clk_routes.png
(1.5 px per um)
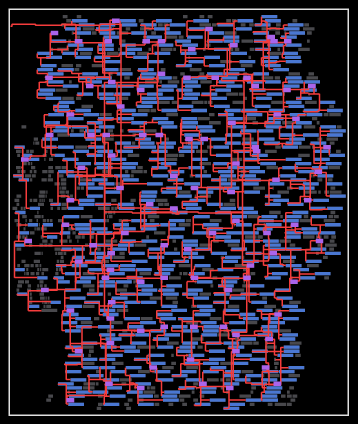
cell_density.png
(1.5 px per um) 23 x 27 tiles, from dark blue (low) to red (high), 0 to 100% covered.
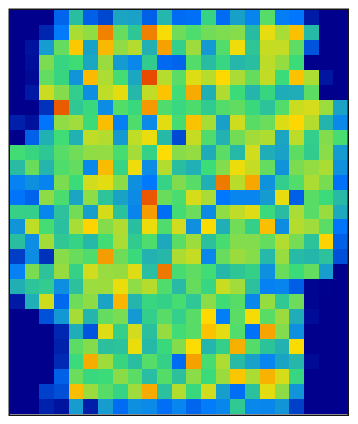
$ cat src/rtl/sa_pkg.sv
// Shared types and constants for the systolic-array output path.
package sa_pkg;

  localparam int N           = 4;
  localparam int DW          = 32;
  localparam int DEPTH       = 16;
  localparam int FRAME_ELEMS = N * N;

  // Row/column index inside the 4x4 array.
  typedef logic [1:0] sa_idx_t;

  // One tagged PE result as it travels through the drain FIFO.
  typedef struct packed {
    logic [DW-1:0] data;
    sa_idx_t       row;
    sa_idx_t       col;
    logic          last;
  } sa_result_t;

  // Array controller phases, shared so both sides decode the same encoding.
  typedef enum logic [1:0] {
    CTRL_IDLE = 2'd0,
    CTRL_LOAD = 2'd1,
    CTRL_PUMP = 2'd2,
    CTRL_OUT  = 2'd3
  } sa_ctrl_state_e;

  // Drain-side capture state.
  typedef enum logic {
    DRAIN_IDLE    = 1'b0,
    DRAIN_COLLECT = 1'b1
  } sa_drain_state_e;

endpackage

$ cat src/rtl/sa_sync_fifo.sv
// Synchronous FIFO with a masked head output: rdata_o is zero while empty.
// DEPTH must be a power of two so the pointers wrap naturally.
module sa_sync_fifo #(
  parameter int WIDTH = 8,
  parameter int DEPTH = 16,
  localparam int AW   = $clog2(DEPTH)
) (
  input  logic             clk,
  input  logic             rstn,
  input  logic             push_i,
  input  logic [WIDTH-1:0] wdata_i,
  input  logic             pop_i,
  output logic [WIDTH-1:0] rdata_o,
  output logic             full_o,
  output logic             empty_o,
  output logic [AW:0]      count_o
);

  logic [WIDTH-1:0] mem_q [DEPTH];
  logic [AW-1:0]    wr_ptr_q, rd_ptr_q;
  logic [AW:0]      count_q;
  logic             push_ok, pop_ok;

  assign full_o  = (count_q == (AW+1)'(DEPTH));
  assign empty_o = (count_q == '0);
  assign count_o = count_q;

  // A full FIFO still accepts a push when the head leaves in the same cycle.
  assign pop_ok  = pop_i & ~empty_o;
  assign push_ok = push_i & (~full_o | pop_ok);

  assign rdata_o = empty_o ? '0 : mem_q[rd_ptr_q];

  // Pointer and occupancy bookkeeping.
  always_ff @(posedge clk) begin
    if (!rstn) begin
      wr_ptr_q <= '0;
      rd_ptr_q <= '0;
      count_q  <= '0;
    end else begin
      if (push_ok) wr_ptr_q <= wr_ptr_q + AW'(1);
      if (pop_ok)  rd_ptr_q <= rd_ptr_q + AW'(1);
      unique case ({push_ok, pop_ok})
        2'b10:   count_q <= count_q + (AW+1)'(1);
        2'b01:   count_q <= count_q - (AW+1)'(1);
        default: count_q <= count_q;
      endcase
    end
  end

  // Storage array; contents are don't-care until written.
  always_ff @(posedge clk) begin
    if (push_ok) mem_q[wr_ptr_q] <= wdata_i;
  end

endmodule

$ cat src/rtl/sa_result_drain.sv
// Captures a 4x4 result frame from the systolic array, tags each element
// with (row, col, last) and streams it out through a 16-entry FIFO.
//
// Output handshake: an element transfers on a rising clk edge where
// m_valid & m_ready are both 1. m_valid never depends on m_ready, and
// m_data/m_row/m_col/m_last hold stable while m_valid & !m_ready.
module sa_result_drain
  import sa_pkg::*;
(
  input  logic            clk,
  input  logic            rstn,
  input  logic            sa_out_en,
  input  logic [1:0]      sa_row_out,
  input  logic [DW-1:0]   sa_data,
  output logic            m_valid,
  input  logic            m_ready,
  output logic [DW-1:0]   m_data,
  output logic [1:0]      m_row,
  output logic [1:0]      m_col,
  output logic            m_last,
  output logic            frame_done,
  output logic            overflow,
  output logic            seq_err,
  output logic            busy,
  output sa_drain_state_e dbg_state_o
);

  localparam int AW = $clog2(DEPTH);

  sa_drain_state_e state_q, state_d;
  sa_idx_t         col_cnt_q, col_cnt_d;
  logic [3:0]      elem_cnt_q, elem_cnt_d;
  logic            overflow_q, seq_err_q, frame_done_q;

  sa_result_t      wr_entry, head;
  logic            fifo_full, fifo_empty, pop, is_last;
  logic [AW:0]     fifo_count;

  assign is_last  = (elem_cnt_q == 4'(FRAME_ELEMS - 1));
  assign wr_entry = '{data: sa_data, row: sa_row_out, col: col_cnt_q, last: is_last};
  assign pop      = m_valid & m_ready;

  sa_sync_fifo #(
    .WIDTH ($bits(sa_result_t)),
    .DEPTH (DEPTH)
  ) u_fifo (
    .clk     (clk),
    .rstn    (rstn),
    .push_i  (sa_out_en),
    .wdata_i (wr_entry),
    .pop_i   (pop),
    .rdata_o (head),
    .full_o  (fifo_full),
    .empty_o (fifo_empty),
    .count_o (fifo_count)
  );

  assign m_valid     = ~fifo_empty;
  assign m_data      = head.data;
  assign m_row       = head.row;
  assign m_col       = head.col;
  assign m_last      = head.last;
  assign frame_done  = frame_done_q;
  assign overflow    = overflow_q;
  assign seq_err     = seq_err_q;
  assign busy        = (state_q == DRAIN_COLLECT) | (fifo_count != '0) | sa_out_en;
  assign dbg_state_o = state_q;

  // Next-state logic: counters advance on every strobe, even a dropped one,
  // so tags after an overflow stay aligned with the array.
  always_comb begin
    state_d    = state_q;
    col_cnt_d  = col_cnt_q;
    elem_cnt_d = elem_cnt_q;
    if (sa_out_en) begin
      col_cnt_d  = col_cnt_q + 2'd1;
      elem_cnt_d = elem_cnt_q + 4'd1;
    end
    unique case (state_q)
      DRAIN_IDLE:    if (sa_out_en) state_d = is_last ? DRAIN_IDLE : DRAIN_COLLECT;
      DRAIN_COLLECT: if (sa_out_en && is_last) state_d = DRAIN_IDLE;
      default:       state_d = DRAIN_IDLE;
    endcase
  end

  // State, counters, sticky error flags and the frame_done pulse.
  always_ff @(posedge clk) begin
    if (!rstn) begin
      state_q      <= DRAIN_IDLE;
      col_cnt_q    <= '0;
      elem_cnt_q   <= '0;
      overflow_q   <= 1'b0;
      seq_err_q    <= 1'b0;
      frame_done_q <= 1'b0;
    end else begin
      state_q      <= state_d;
      col_cnt_q    <= col_cnt_d;
      elem_cnt_q   <= elem_cnt_d;
      if (sa_out_en && fifo_full && !pop)            overflow_q <= 1'b1;
      if (sa_out_en && (sa_row_out != elem_cnt_q[3:2])) seq_err_q <= 1'b1;
      frame_done_q <= pop & head.last;
    end
  end

endmodule

$ cat config.mk
export PLATFORM = sky130hd
export DESIGN_NAME = sa_result_drain
export DESIGN_NICKNAME = d
export VERILOG_FILES = /design/src/rtl/sa_pkg.sv /design/src/rtl/sa_sync_fifo.sv /design/src/rtl/sa_result_drain.sv
export SDC_FILE = /design/constraint.sdc
export NUM_CORES = 1
export LEC_CHECK = 0
export CORE_ASPECT_RATIO = 1.2
export CORE_UTILIZATION = 40
export CTS_BUF_LIST = sky130_fd_sc_hd__clkbuf_8
export DETAILED_ROUTE_END_ITERATION = 8
export PLACE_DENSITY_LB_ADDON = 0.1
export SYNTH_ARGS = -nofsm -noshare
export SYNTH_HDL_FRONTEND = slang
export SYNTH_SLANG_ARGS = --single-unit
$ cat constraint.sdc
create_clock -name clk -period 8.8 [get_ports clk]
set_input_delay 0.88 -clock clk [delete_from_list [all_inputs] [get_ports clk]]
set_output_delay 0.88 -clock clk [all_outputs]
set_load 0.1 [all_outputs]
==> run notes <==
Notes from the flow run.

Logic synthesis:
- The net count after synthesis is 1125.
- In the synthesized netlist the dominant register cell turns out to be edfxtp_1.
- The run gives the share of async-settable or async-resettable flops after synthesis as 0.
- A synthesized cell averages about 22 sq um.
- The run gives the count of library flops with an enable pin as 592.
- The synthesized design spends more area on one cell type than any other, namely edfxtp_1.
- The run puts the count of synthesis-stage warnings from yosys at 0.
- The run gives the number of distinct library cells after synthesis as 49.
- The run puts the post-synthesis cell count from yosys at 1077.
- Before any placement, the netlist area is recorded as 0.02388 sq mm.
- Of the synthesized area, sequential elements account for 0.7671.

Finish:
- The run puts the fraction of layout cells with a size suffix above 1 at 0.2780.
- The run gives the area of combinational cells with multiple inputs as 0.005374 sq mm.
- The run gives the area of all placed cells without fillers as around 0.027 sq mm.
- The run gives the final core utilization as 0.4673.
- For this run, the post-layout net count is approximately 1.3k.
- The run gives the sequential cell area in the final layout as 0.01833 sq mm.
- After filler insertion, the fill cell instance count of the layout stands at 5020.
- The run gives the synthesis-to-layout area growth as 14.94%.
- Once layout is complete, the cells apart from fillers number 2096.

STA:
- The run gives the count of final setup violators as 0.
- The run gives the hold slack as between 0.5 and 0.6 ns.
- The run gives the upper clock frequency limit as 186.9 MHz.
- The run puts the share of the cycle needed by the critical path after routing at 0.6080.
- The run puts the post-route minimum period at 5.351 ns.
- The run puts the number of hold-slack violations in the final timing report at 0.
- Setup repair after global routing left no endpoint under its margin.
- The run gives the final setup TNS as 0 ns.
- The run puts the setup slack of the critical path after layout at 3.450 ns.
- In the final run the clock tree shows a worst skew of around 0.025 ns.
- The run gives the worst max-slew margin expressed relative to the limit as 0.2935.
- The run puts the measured slew at the worst slew-check pin at roughly 1.1 ns.

Setup path:
- Listed in order, past its start point the critical path passes buf_4, mux4_2, mux2_2, a221o_1, clkdlybuf4s50_1.
- The worst setup path is launched from a register.
- The run gives the worst reg-to-reg setup slack as 5.14 ns.
- For the worst flop-to-flop path, the logic depth is 10.
- The run puts the endpoint required time on the critical path at between 7 and 8 ns.
- The run gives the slowest library cell on the worst path as clkdlybuf4s50_1.
- The run gives the critical path arrival as approximately 4.5 ns.
- The run gives the reg-to-reg endpoint as u_fifo.count_o[4]$_SDFFE_PN0P_.
- According to the timing report, the critical path is captured at m_data[30].
- The run gives the stage delay of the slowest cell on the critical path as between 1 and 1.5 ns.
- Per the timing report, the most critical flop-to-flop path originates at u_fifo.count_o[0]$_SDFFE_PN0P_.

Placement:
- The run puts the placer's final routability congestion estimate at between 0.6 and 0.7.
- The run puts the HPWL after detailed placement at 26470 um.
- Once placement finished, the instance area stood at between 0.02 and 0.03 sq mm.
- The run gives the number of port buffers as roughly 80.
- The run gives the placement-stage worst setup slack as 4.077 ns.

Drt:
- The run puts the number of iterations in the first detailed-routing pass at 5.
- The run gives the sum of met3 wire segment lengths after detailed routing as 1960 um.
- The run gives the detailed-route wire length per cell as 24.65 um.
- The run gives the uppermost signal routing layer after detailed routing as met5.
- The run puts the antenna violation net count after detailed routing at 0.
- Across all layers, the routed design uses 11.07k vias.
- The routed design has roughly 52000 um of wire.
- The run gives the wire length on met2 as 25490 um.

Clock tree:
- The clock tree synthesis step divided the H-tree into 3 levels.
- The run gives the post-CTS setup buffer count as 0.
- The run puts the number of hold buffers added after cts at 0.
- The run gives the clock root buffer as clkbuf_8.
- The run gives the clock-pin slew on the worst setup and hold paths as 0.06 ns.
- The run puts the number of sinks driven by the clock tree at between 600 and 700.
- Looking at the clock tree report, the maximum root-to-sink buffer count equals 3.
- The run puts the clock latency of the later-clocked register in the worst-skew pair at 0.68 ns.
- The run gives the number of gates resized after CTS as 0.
- The run puts the number of buffers created by CTS at 98.

Power:
- The power report attributes to the combinational group a share of 0.313.
- The run puts the switching power as a share of total power at 0.3580.
- The run puts the internal power of the cells at 0.005247 W.
- The power report attributes to the clock group a share of 0.269.
- The analysis attributes to net switching a power of between 0.002 and 0.003 W.
- The run puts the peak supply drop at 0.2320 mV.
- The power report attributes to the sequential group a share of 0.418.
- The run puts the total power of the final layout at 0.008172 W.

Global route:
- The first global-routing pass estimated 77400 um of wire.
- The number of global-route vias before repair was between 10k and 15k.
- The run puts the pin count of the biggest net entering global routing at 56.
- The run gives the total global routing track utilization as 0.1748.
- Recorded from the global router log, the overflow total was 0.

Die:
- The run gives the number of top-level pins as 81.
- The run puts the starting density of the core at 0.4065.
- The run gives the number of core rows as 97.

Run:
- The run gives the number of max-capacitance violations reported as 0.

Outcome:
- The flow ran to the end, and the final reports show no timing, DRC or antenna violations.

Min path:
- The run puts the number of cells traversed by the worst hold path at 2.
Notes on clk_routes.png above:
Blue stands for flip-flops, count 619. Red stands for clock wires, length 8000 um. Purple stands for clock drivers, count 98.
Position of the flops: all over the die.

Notes on cell_density.png above:
11% of the tiles are nearly empty. 6.1% of the tiles are over 75% full. The mean over all tiles is 44%. The fullest tile reaches 92%.

[power groups by stage]
| stage | clock, W | sequential, W | combinational [W] |
|---|---|---|---|
| final | 0.00220 | 0.00341 | 0.00256 |
| after global routing | 0.00240 | 0.00343 | 0.00267 |
| after CTS | 0.00227 | 0.00342 | 0.00260 |
| after detailed placement | 0 | 0.00348 | 0.00259 |
| after global placement | 0 | 0.00348 | 0.00259 |
| after floorplan | 0 | 0.00343 | 0.00201 |
[cells by family after synthesis]
group           share of synthesized area
flops                              0.7671
simple gates                      0.02861
buf+inv                           0.01310
compound gates                    0.02347
fa+ha+maj                        0.005240
mux                                0.1573
xor+xnor                         0.005135
[worst min path at each step]
stage | to | slack [ns] | from
global placement | seq_err$_SDFFE_PN0P_ | 0.48 | seq_err$_SDFFE_PN0P_
global route | overflow$_SDFFE_PN0P_ | 0.54 | overflow$_SDFFE_PN0P_
finish | seq_err$_SDFFE_PN0P_ | 0.50 | seq_err$_SDFFE_PN0P_
floorplan | u_fifo.wr_ptr_q[1]$_SDFFE_PN0P_ | 0.48 | u_fifo.wr_ptr_q[1]$_SDFFE_PN0P_
CTS | seq_err$_SDFFE_PN0P_ | 0.51 | seq_err$_SDFFE_PN0P_
detailed placement | seq_err$_SDFFE_PN0P_ | 0.49 | seq_err$_SDFFE_PN0P_
[area by class of cell]
| cell class | instances | share of cell area |
|---|---|---|
| sequential | 619 | 0.6678 |
| multi-input combinational | 395 | 0.1958 |
| clock buffer | 99 | 0.04964 |
| timing repair buffer | 106 | 0.03629 |
| tap | 792 | 0.03610 |
| clock inverter | 78 | 0.01354 |
| inverter | 5 | 0.0006838 |
| antenna | 2 | 0.0001823 |
[routing by layer]
metal / vias up / track usage
met1: 5948 / 0.2376
met5: - / 0
met4: 2 / 0.06158
met2: 218 / 0.2821
li1: 4820 / -
met3: 82 / 0.03225
[registers in the layout, indices dropped and copies added, names as in the netlist, 2 cells and up, named ones only]
signal           flops
col_cnt_q            2
u_fifo.rd_ptr_q      4
u_fifo.wr_ptr_q      4
u_fifo.mem_q       592
u_fifo.count_o       5
elem_cnt_q           4
[worst max-delay path, delay by kind of cell, from the launching register on]
family          cells  cell delay [ns]
compound gates      1             0.39
buf+inv             2             1.86
flops               1             0.63
mux                 2             0.88
[cell usage in the layout, fill, tap and decap left out, types with 18 or more instances in the layout]
cell             count
edfxtp_1           592
mux4_2             146
clkbuf_8            99
clkdlybuf4s50_1     80
nor2b_1             43
mux2_2              39
a221o_1             36
inv_1               31
buf_4               26
clkinv_1            25
dfxtp_1             24
clkinv_2            18
[Yosys cell counts, types with 5 or more instances]
| library cell | number |
|---|---|
| buf_2 | 31 |
| nor3_1 | 6 |
| ha_1 | 10 |
| dfxtp_1 | 27 |
| mux2_2 | 39 |
| clkbuf_1 | 19 |
| mux4_2 | 146 |
| nand2b_1 | 6 |
| edfxtp_1 | 592 |
| nor2b_1 | 43 |
| a221o_1 | 36 |
| o21ai_0 | 5 |
| nor2_1 | 19 |
| buf_6 | 5 |
| and2_1 | 11 |
| nand2_1 | 13 |
| nand3_1 | 6 |
| xnor2_1 | 11 |
Power and IR drop assume default switching activity.
